[src/rtl/return_stack_12.sv]
// Return-address LIFO feeding the PC-select mux; top is combinational from
// storage and stack pointer so the popped value is visible during the pop cycle.
module return_stack_12 #(
    parameter int DEPTH = 8,
    parameter int WIDTH = 12
) (
    input  logic                       clk,
    input  logic                       rst,
    input  logic                       push,
    input  logic                       pop,
    input  logic [WIDTH-1:0]           push_data,
    input  logic                       clr_err,
    output logic [WIDTH-1:0]           top,
    output logic [$clog2(DEPTH+1)-1:0] count,
    output logic                       empty,
    output logic                       full,
    output logic                       overflow,
    output logic                       underflow
);

    localparam int CW = $clog2(DEPTH + 1);
    localparam int AW = $clog2(DEPTH);

    logic [WIDTH-1:0] mem [DEPTH];
    logic [CW-1:0]    sp;
    logic [CW-1:0]    sp_dec;
    logic [CW-1:0]    sp_next;
    logic [AW-1:0]    top_idx;
    logic [AW-1:0]    wr_idx;
    logic             wr_en;
    logic             ov_set;
    logic             un_set;

    always_comb begin
        sp_dec  = sp - CW'(1);
        top_idx = sp_dec[AW-1:0];
        empty   = (sp == '0);
        full    = (sp == CW'(DEPTH));
        count   = sp;
        top     = empty ? '0 : mem[top_idx];
    end

    always_comb begin
        wr_en   = 1'b0;
        wr_idx  = sp[AW-1:0];
        sp_next = sp;
        ov_set  = 1'b0;
        un_set  = 1'b0;
        case ({push, pop})
            2'b10: begin
                if (!full) begin
                    wr_en   = 1'b1;
                    sp_next = sp + CW'(1);
                end else begin
                    ov_set = 1'b1;
                end
            end
            2'b01: begin
                if (!empty) sp_next = sp_dec;
                else        un_set  = 1'b1;
            end
            2'b11: begin
                // Simultaneous push/pop replaces the top; on an empty stack the push still lands.
                wr_en = 1'b1;
                if (!empty) begin
                    wr_idx = top_idx;
                end else begin
                    wr_idx  = '0;
                    sp_next = CW'(1);
                    un_set  = 1'b1;
                end
            end
            default: ;
        endcase
    end

    always_ff @(posedge clk) begin
        if (rst) begin
            sp        <= '0;
            overflow  <= 1'b0;
            underflow <= 1'b0;
        end else begin
            sp        <= sp_next;
            overflow  <= ov_set | (overflow & ~clr_err);
            underflow <= un_set | (underflow & ~clr_err);
        end
    end

    always_ff @(posedge clk) begin
        if (wr_en && !rst) mem[wr_idx] <= push_data;
    end

endmodule

[config.mk]
export PLATFORM = sky130hd
export DESIGN_NAME = return_stack_12
export DESIGN_NICKNAME = d
export VERILOG_FILES = /design/src/rtl/return_stack_12.sv
export SDC_FILE = /design/constraint.sdc
export NUM_CORES = 1
export LEC_CHECK = 0
export CORE_ASPECT_RATIO = 1.4
export CORE_MARGIN = 2
export CORE_UTILIZATION = 62
export DETAILED_ROUTE_END_ITERATION = 6
export PLACE_DENSITY = 0.85
export SLEW_MARGIN = 10
export SYNTH_ARGS = -nofsm -noshare
export SYNTH_HDL_FRONTEND = slang
export SYNTH_SLANG_ARGS = --single-unit
[constraint.sdc]
create_clock -name clk -period 5 [get_ports clk]
set_clock_uncertainty 0.15 [all_clocks]
set_input_delay 0.5 -clock clk [delete_from_list [all_inputs] [get_ports clk]]
set_output_delay 0.5 -clock clk [all_outputs]
set_load 0.1 [all_outputs]
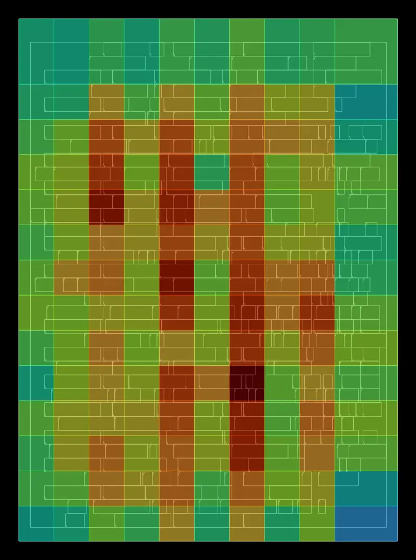
*Congestion heat map*
GR Layer Usage met1: 29.2%
WL/cell: 21.2 um

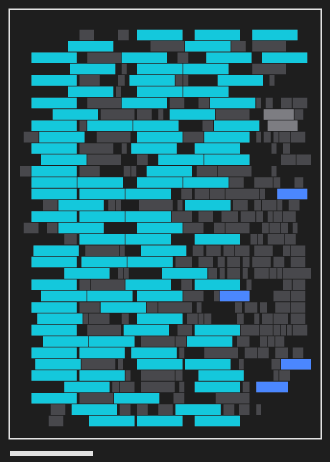
*Sequential cells grouped by signal name*
Scale bar: 20 um. Other sequential cells in the stronger gray, the rest of the logic in the fainter gray.
legend:
  blue:
    name_in_the_netlist: `count`
    sequential_cells: 4
  cyan:
    name_in_the_netlist: `mem`
    sequential_cells: 96
not colored: 2

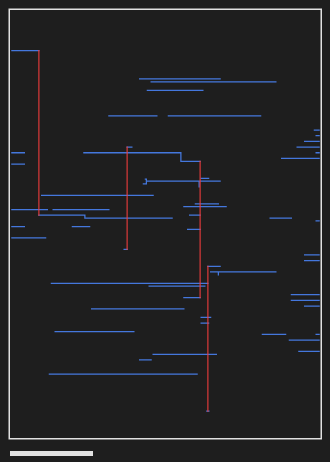
*Metal layers overlaid*
Scale bar: 20 um. Two of the layers only.
legend:
  red:
    layer: met4
    wire_length: 131 um
  blue:
    layer: met3
    wire_length: 521 um

==> flow_metrics.env <==
# physical design summary
export IMPL_nets=312
export IMPL_lay_top_cells="96 x edfxtp_1, 29 x nand2_1, 24 x mux4_2, 24 x buf_4, 23 x clkdlybuf4s50_1"
export IMPL_edf_count=96
export IMPL_swShare_pct=39.2
export IMPL_slew_headroom_pct=23.2
export IMPL_layout_top_cell="edfxtp_1"
export IMPL_power_static_leakage_nw=1.60
export IMPL_met3_usage_pct=4.11
export IMPL_p_total_mw=2.28
export IMPL_power_net_switching_uw=895
export IMPL_clock_latency_late_pin_ns=0.35
export IMPL_chipArea_um2=7630
export IMPL_ys_seq_share_pct=69.8
export IMPL_vias=2357
export IMPL_synth_nets=268
export IMPL_portBuffers=36
export IMPL_cts_resized=0
export IMPL_setup_violations=0
export IMPL_pin_count=37
export IMPL_grt_use_met2_pct=41.1
export IMPL_ys_flops=102
export IMPL_cts_buffers=9
export IMPL_syn_to_final_growth_pct=14.5
export IMPL_critPathMaxFanout=27
export IMPL_criticalPathCategory="register to primary output"
export IMPL_r2r_setup_slack_ns=1.96
export IMPL_fin_tns_setup_ns=0
export IMPL_worst_pin_slew_ns=1.15
export IMPL_clkTransAtPathRegs_ns=0.09
export IMPL_vias_per_cell=6.06
export IMPL_status="finished, final reports clean"
export IMPL_synth_area_um2=4300
export IMPL_tool_warnings=28
export IMPL_drc=0
export IMPL_grt_pass1_vias=2383
export IMPL_hold_path_class="register to register"
export IMPL_gp_congestion=0.813
export IMPL_dr_pass1_iters=4
export IMPL_synthDistinctLibCells=42
export IMPL_yosys_warnings=0
export IMPL_cts_num_sinks=102
export IMPL_endpoint_kind="primary output"
export IMPL_clockPowerShare_pct=20.2
export IMPL_internal_power_mw=1.39
export IMPL_ctsHoldBuffers=0
export IMPL_p_comb_share_pct=36.9
export IMPL_stdcell_count=389
export IMPL_fin_crit_ns=3.59
==> stage by stage <==
step	instance area, um2	utilization, %	setup WS [ns]	hold WS [ns]
floorplan	4300	-	0.0910	0.449
global placement	4750	71.3	1.80	0.424
detailed placement	4750	71.3	1.72	0.444
CTS	4920	74.0	1.38	0.457
global route	4920	74.0	1.25	0.480
finish	4920	74.0	1.41	0.454
==> worst paths after layout <==
| path | cells after the start | end | from |
|---|---|---|---|
| max | 6 | top[6] | count[1]$_SDFFE_PP0P_ |
| min reg2reg | 2 | count[1]$_SDFFE_PP0P_ | count[1]$_SDFFE_PP0P_ |
| max reg2reg | 6 | mem[7][8]$_DFFE_PP_ | count[1]$_SDFFE_PP0P_ |
| min | 2 | count[1]$_SDFFE_PP0P_ | count[1]$_SDFFE_PP0P_ |
==> cells in the mapped netlist (2+ instances only) <==
library cell   n  share of area (%)
a21oi_1       20                2.3
mux4_2        24                 13
dfxtp_1        6                2.8
buf_1          2               0.17
buf_6          3               0.79
inv_1          4               0.35
nor2b_1        2               0.29
edfxtp_1      96                 67
xor2_1         2               0.41
a311oi_1       3               0.61
o21ai_0        3               0.35
or3_1          2               0.29
mux2_2         2               0.52
nor3_1         5               0.58
nor2_1         5               0.44
nand2_1       29                2.5
ha_1           3               0.87
clkbuf_1       2               0.17
nor3_2         6                1.4
nand3_1        2               0.23
buf_2          5               0.58
buf_4          2               0.35
==> kinds of logic (layout without fill, tap and decap cells) <==
logic type | after synthesis | after routing | synth area share [%]
buf+inv | 19 | 68 | 2.50
simple gates | 60 | 60 | 7.80
mux | 27 | 27 | 13.3
fa+ha+maj | 3 | 3 | 0.873
compound gates | 34 | 34 | 5.06
flops | 102 | 102 | 69.8
xor+xnor | 3 | 3 | 0.611
==> power by group through the flow <==
stage	clock (mW)	combinational (mW)	sequential [mW]
finish	0.460	0.842	0.980
global route	0.504	0.886	0.982
CTS	0.467	0.846	0.980
detailed placement	0	0.845	0.999
global placement	0	0.837	0.997
floorplan	0	0.623	1.04
==> metal layers <==
metal  part of all wire [%]  wire [um]
met1                     37       3070
met2                     55       4530
met3                    6.3        521
met4                    1.6        131
met5                      0          0
==> state kept, by name, summed over array words and instances, names as in the netlist <==
register / cells
overflow: 1
underflow: 1
count: 4
mem: 96
==> area by class of cell <==
type	instances	area (um2)
fillers	440	1730
flip-flops and latches	102	3000
well taps	92	115
inverters	5	18.8
clock buffers	10	128
multi-input cells	127	1200
clock inverters	6	47.5
repair buffers	47	410
==> critical path: stages (launching register included) <==
cell     delay [ns]
dfxtp_1        0.44
inv_1          0.11
ha_1           1.06
mux4_2         0.40
nand2_1        0.06
a21oi_1        0.19
buf_4          0.32
Power is estimated from default activity; no workload was simulated.
